$ cat src/rtl/wave_seq_pkg.sv
// Shared types and constants for the wavetable sequencer: FSM states,
// default widths and the DAC midscale code.
package wave_seq_pkg;
  localparam int DEF_ADDR_WIDTH  = 10;
  localparam int DEF_DATA_WIDTH  = 8;
  localparam int DEF_PHASE_WIDTH = 32;
  localparam int DEF_ROM_LATENCY = 1;

  localparam logic [DEF_DATA_WIDTH-1:0] MIDSCALE = 8'h80;

  typedef enum logic [1:0] {
    IDLE     = 2'd0,
    RUN      = 2'd1,
    STOPPING = 2'd2,
    FLUSH    = 2'd3
  } seq_state_t;
endpackage

$ cat src/rtl/wave_seq_pipe.sv
// Delay line that aligns the sample-valid and period-start flags with the
// ROM read data, LATENCY cycles after the address was issued.
module wave_seq_pipe #(
  parameter int LATENCY = 1
) (
  input  logic clk,
  input  logic rst_n,
  input  logic in_valid,
  input  logic in_period,
  output logic out_valid,
  output logic out_period
);
  logic [LATENCY-1:0] valid_sr;
  logic [LATENCY-1:0] period_sr;

  always_ff @(posedge clk or negedge rst_n) begin
    if (!rst_n) begin
      valid_sr  <= '0;
      period_sr <= '0;
    end else begin
      valid_sr[0]  <= in_valid;
      period_sr[0] <= in_period;
      for (int i = 1; i < LATENCY; i++) begin
        valid_sr[i]  <= valid_sr[i-1];
        period_sr[i] <= period_sr[i-1];
      end
    end
  end

  assign out_valid  = valid_sr[LATENCY-1];
  assign out_period = period_sr[LATENCY-1];
endmodule

$ cat src/rtl/wave_rom_sequencer.sv
// DDS-style wavetable sequencer: a phase accumulator addresses an external
// ROM and the returned samples are forwarded to a DAC with matching flags.
module wave_rom_sequencer
  import wave_seq_pkg::*;
#(
  parameter int ADDR_WIDTH  = DEF_ADDR_WIDTH,
  parameter int DATA_WIDTH  = DEF_DATA_WIDTH,
  parameter int PHASE_WIDTH = DEF_PHASE_WIDTH,
  parameter int ROM_LATENCY = DEF_ROM_LATENCY
) (
  input  logic                   clk,
  input  logic                   rst_n,
  input  logic                   start,
  input  logic                   stop,
  input  logic                   cfg_valid,
  output logic                   cfg_ready,
  input  logic [PHASE_WIDTH-1:0] cfg_fword,
  input  logic [ADDR_WIDTH-1:0]  cfg_poff,
  output logic                   busy,
  output logic [ADDR_WIDTH-1:0]  rom_addr,
  input  logic [DATA_WIDTH-1:0]  rom_rddata,
  output logic [DATA_WIDTH-1:0]  dac_data,
  output logic                   dac_valid,
  output logic                   period_start
);
  localparam logic [DATA_WIDTH-1:0] MID_SAMPLE = {1'b1, {(DATA_WIDTH-1){1'b0}}};
  localparam int CNT_W = (ROM_LATENCY > 1) ? $clog2(ROM_LATENCY) : 1;

  seq_state_t state, state_next;
  logic [PHASE_WIDTH-1:0] acc;
  logic [PHASE_WIDTH-1:0] active_fword, shadow_fword;
  logic [ADDR_WIDTH-1:0]  active_poff, shadow_poff;
  logic                   pending;
  logic [CNT_W-1:0]       flush_cnt;
  logic [PHASE_WIDTH:0]   sum_full;
  logic                   wrap;
  logic                   issue;
  logic                   ready_int;
  logic                   handshake;

  assign sum_full  = {1'b0, acc} + {1'b0, active_fword};
  assign wrap      = sum_full[PHASE_WIDTH];
  assign handshake = cfg_valid && ready_int;
  assign rom_addr  = acc[PHASE_WIDTH-1 -: ADDR_WIDTH] + active_poff;
  assign busy      = (state != IDLE);
  // Ready stays low while reset is held, even though the state already reads IDLE.
  assign cfg_ready = rst_n && ready_int;

  always_comb begin
    state_next = state;
    ready_int  = 1'b0;
    issue      = 1'b0;
    case (state)
      IDLE: begin
        ready_int = 1'b1;
        if (start && !stop) state_next = RUN;
      end
      RUN: begin
        issue     = 1'b1;
        ready_int = !pending;
        if (stop) state_next = STOPPING;
      end
      STOPPING: begin
        issue = 1'b1;
        // A zero tuning word never wraps, so stop immediately instead.
        if (wrap || (active_fword == '0)) state_next = FLUSH;
      end
      FLUSH: begin
        if (flush_cnt == CNT_W'(ROM_LATENCY - 1)) state_next = IDLE;
      end
      default: state_next = IDLE;
    endcase
  end

  always_ff @(posedge clk or negedge rst_n) begin
    if (!rst_n) begin
      state        <= IDLE;
      acc          <= '0;
      active_fword <= '0;
      active_poff  <= '0;
      shadow_fword <= '0;
      shadow_poff  <= '0;
      pending      <= 1'b0;
      flush_cnt    <= '0;
    end else begin
      state <= state_next;

      if (issue && (state_next != FLUSH)) acc <= sum_full[PHASE_WIDTH-1:0];
      else                                acc <= '0;

      if (state == FLUSH) flush_cnt <= flush_cnt + 1'b1;
      else                flush_cnt <= '0;

      if (state == IDLE && handshake) begin
        active_fword <= cfg_fword;
        active_poff  <= cfg_poff;
      end else if (state == RUN) begin
        if (wrap && pending) begin
          active_fword <= shadow_fword;
          active_poff  <= shadow_poff;
          pending      <= 1'b0;
        end else if (handshake) begin
          shadow_fword <= cfg_fword;
          shadow_poff  <= cfg_poff;
          pending      <= 1'b1;
        end
      end

      if (state_next == FLUSH) pending <= 1'b0;
    end
  end

  wave_seq_pipe #(
    .LATENCY (ROM_LATENCY)
  ) u_pipe (
    .clk        (clk),
    .rst_n      (rst_n),
    .in_valid   (issue),
    .in_period  (issue && (acc == '0)),
    .out_valid  (dac_valid),
    .out_period (period_start)
  );

  assign dac_data = dac_valid ? rom_rddata : MID_SAMPLE;
endmodule
$ cat config.mk
export PLATFORM = sky130hd
export DESIGN_NAME = wave_rom_sequencer
export DESIGN_NICKNAME = d
export VERILOG_FILES = /design/src/rtl/wave_seq_pkg.sv /design/src/rtl/wave_seq_pipe.sv /design/src/rtl/wave_rom_sequencer.sv
export SDC_FILE = /design/constraint.sdc
export NUM_CORES = 1
export LEC_CHECK = 0
export ABC_CLOCK_PERIOD_IN_PS = 3900
export CAP_MARGIN = 20
export CORE_ASPECT_RATIO = 2
export CORE_MARGIN = 8
export CORE_UTILIZATION = 25
export CTS_CLUSTER_DIAMETER = 100
export DETAILED_ROUTE_END_ITERATION = 6
export PLACE_DENSITY_LB_ADDON = 0.3
export SYNTH_ARGS = -nofsm -noshare
export SYNTH_HDL_FRONTEND = slang
export SYNTH_HIERARCHICAL = 1
export SYNTH_SLANG_ARGS = --single-unit
$ cat constraint.sdc
create_clock -name clk -period 3.9 [get_ports clk]
set_clock_uncertainty 0.15 [all_clocks]
set_input_delay 0.78 -clock clk [delete_from_list [all_inputs] [get_ports clk]]
set_output_delay 0.78 -clock clk [all_outputs]
set_load 0.005 [all_outputs]
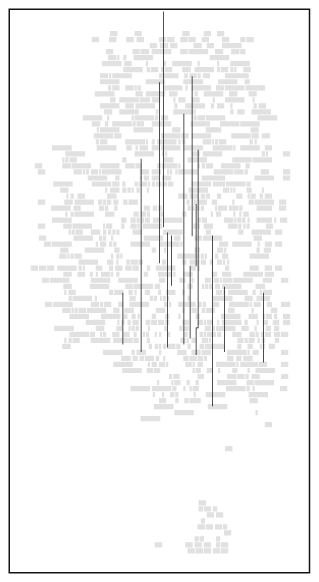
Fig. 1. The metal 4 layer.
Cells faint in the background.
wire length on this layer: 831 um
share of all routed wire: 4.2%
main direction: vertical
vias: 5525
aggregate routed wire length: 19820 um

==> results.txt <==
fresh numbers from the pnr run: post-synthesis register bit count 122, Avg Cell Area, Syn 10.03 sq um, die width 135.1 um, sequential share of the synthesized area between 40% and 50%, tally of filler cells in the layout between 2000 and 3000, count of library flops with an enable pin 0, cell type with the largest total area dfrtp_1, part of the cycle the worst path needs 96.68%, max-slew violations 0, Place WS 0.3628 ns, initial antenna violation count 0, CP Launch Type flop, gr usage total between 10% and 20%, top cells by count dfrtp_1 (122), nand2_1 (67), nor2_1 (46), post-route setup slack 0.1296 ns, fraction of registers with async set/reset 100.0%, arrival time worst endpoint 2.84 ns, Initial Util 25.24%, Period minus WS final 3.770 ns, Crit. End Element output port, crit-path leading delay family AND-OR/OR-AND gates, predominant post-synthesis flop cell dfrtp_1, die area 0.03432 sq mm, Top cell area share ~43%, CTS tree yes, clk root buf clkbuf_16, layout net count between 800 and 900, Routed Antenna Nets 0, Crit Path Class reg2out, Synth Warn # 6, GPL Wtd Cong roughly 0.89, status completed, Gate Area 0.003769 sq mm, Cells after DPL about 1100, post-route cell area just under 0.009 sq mm, # setup viols final 0, leakage power 0.003749 uW, OpenROAD warnings 29, ant diodes 0, top-count cell post-synth dfrtp_1, Gate Count Post-Synth 707, CTS Hold Bufs 0, Buf+Inv Stages, Crit Path 2, Syn Nets 809, number of DRC markers in iteration 0 around 260, number of max-cap violations 0, Port Buf Inserts 76, Fmax 265.2 MHz, cell row count 87, Crit-path slowest cell clkdlybuf4s50_1, DR vias/cell 4.800, CTS Buffer Depth 2, crit-path max cell delay approximately 0.5 ns, RR Endpoint active_fword[16], crit-path most repeated cell o21ai_1, Post-DP Area 0.008214 sq mm, die height 254.1 um, CP cell instances ha_1 > inv_1 > fa_2 > nor2b_1 > o21ai_1 > a21boi_1 > o21ai_1 > nand2b_1 > a21o_1 > a21oi_2 > xnor2_1 > clkdlybuf4s50_1, layout cells sized above 1 13.46%, core area roughly 0.028 sq mm, Clock Sinks approximately 120, worst slew pin tran between 0.8 and 0.9 ns, critical path required time 2.97 ns, Late-Pin Clk Latency 0.42 ns, Hold WC Path Type reg2reg, synthesized area 0.007088 sq mm, DP Wirelength roughly 15000 um, Reg2Reg Setup Slack 0.56 ns, residual DRC count 0, Worst-path clk slew 0.06 ns, CP Max Fanout 2, R2R Path Start active_fword[22], Yosys chip area between 0.007 and 0.008 sq mm, hold path cells 1, VDD IR-drop max roughly 0.00037 V, hold slack 0.2909 ns, Yosys Instances 707, Flop area 0.003053 sq mm, Worst Hold Path EP flush_cnt, synth unique cells between 60 and 70, worst min-delay path startpoint flush_cnt, io pins between 70 and 80, r2r worst-path depth 10, number of global-route vias before repair 5702, largest net degree at the start of global routing 74, first-pass GRT wire length 31310 um, htree depth 4, total gr overflow 0, relative max-transition margin 42.08%, main area contributors dfrtp_1 (43%), ha_1 (7.9%), mux2_2 (6.7%), mux2i_1 (5.9%), nand2_1 (3.5%), Final Hold Fails 0, Post-Layout Cell Count 1151, Area Growth Syn to Fin 24.87%, drt first pass iters 4, Pwr per Cell Area 783.9 mW/mm^2, CTS Buf Count 17
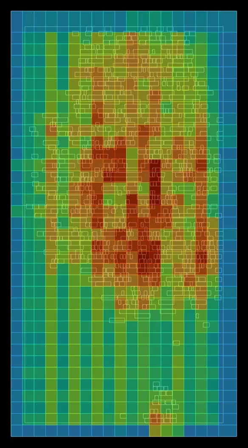
Fig. 2. Routing congestion.
Core Util, Final: 31.52%
wire per inst: 17.22 um

-- power breakdown --
group | internal, uW | switching (uW) | leakage (uW)
Combinational | 1450 | 1640 | 0.00193
Clock | 961 | 608 | 0.000276
Sequential | 1800 | 473 | 0.00154
-- repair_timing --
item / 4_1_cts / 5_1_grt
hold endpoints to repair: 0 / 0
buffers inserted: 1 / 3
gates resized: 3 / 7
setup endpoints to repair: 2 / 2
pin swaps: 1 / 4
-- cell usage in the layout (no fill, tap or decap), types with 11 or more instances in the layout --
master	instances
a21o_1	11
a21oi_1	37
clkbuf_16	17
clkdlybuf4s50_1	74
dfrtp_1	122
ha_1	45
inv_1	29
mux2_2	42
mux2i_1	42
nand2_1	67
nand3_1	11
nor2_1	46
nor4_1	17
o21a_1	11
o21ai_0	27
o21ai_1	41
xnor2_1	15
-- cell type report --
| type | instances | share of cell area [%] |
|---|---|---|
| clock buffer | 19 | 5.004 |
| inverter | 29 | 1.230 |
| clock inverter | 13 | 1.626 |
| timing repair buffer | 88 | 10.04 |
| tap | 356 | 5.033 |
| sequential | 122 | 34.49 |
| multi-input combinational | 524 | 42.58 |
-- metrics by stage --
step	total power, uW	TNS (ns)
floorplan	4287	0
global placement	5369	0
detailed placement	5414	0
CTS	7029	0
global route	7477	-0.04537
finish	6938	0
-- cells by family (layout without fill, tap and decap cells) --
kind of cell               count (synthesis)  in the layout  synth area share, %
and+or+nand+nor                          191            191                13.05
AOI/OAI and AO/OA                        177            177                15.48
DFF                                      122            122                43.07
muxes                                     84             84                12.60
buffers and inverters                     61            149                4.201
adders and majority gates                 47             47                8.508
xor gates and xnor gates                  25             25                3.089
-- how the worst max path moves through the flow --
stage | startpoint | to | slack (ns) | depth (start not counted)
CTS | acc[23] | rom_addr[9] | 0.01 | 10
floorplan | acc[23] | rom_addr[9] | 1.04 | 9
detailed placement | acc[23] | rom_addr[9] | 0.36 | 10
global placement | acc[23] | rom_addr[9] | 0.40 | 10
global route | acc[22] | rom_addr[8] | -0.05 | 12
finish | acc[22] | rom_addr[8] | 0.13 | 12
-- worst reg2reg max path, cell delays in order (launching register included) --
cell and delay (ns):
dfrtp_1 0.47, ha_1 0.47, nand3_1 0.22, nor4_1 0.54, nor2b_1 0.20, a32o_1 0.20
o21ai_2 0.12, a21oi_4 0.20, buf_12 0.33, mux2i_1 0.25, o21ai_1 0.07
-- flip-flops by register name (all words and copies together), names as in the netlist --
register / flops
u_pipe/out_period: 1
active_fword: 32
shadow_poff: 10
flush_cnt: 1
acc: 32
shadow_fword: 32
pending: 1
active_poff: 10
state: 2
u_pipe/out_valid: 1
-- routing by layer --
metal	share of wire (%)	global-route usage [%]	wire length [um]
met1	36	11.40	7089
met2	57	22.69	11290
met3	3.1	2.633	610
met4	4.2	6.382	830
met5	0	0	0
Power is estimated from default activity; no workload was simulated.
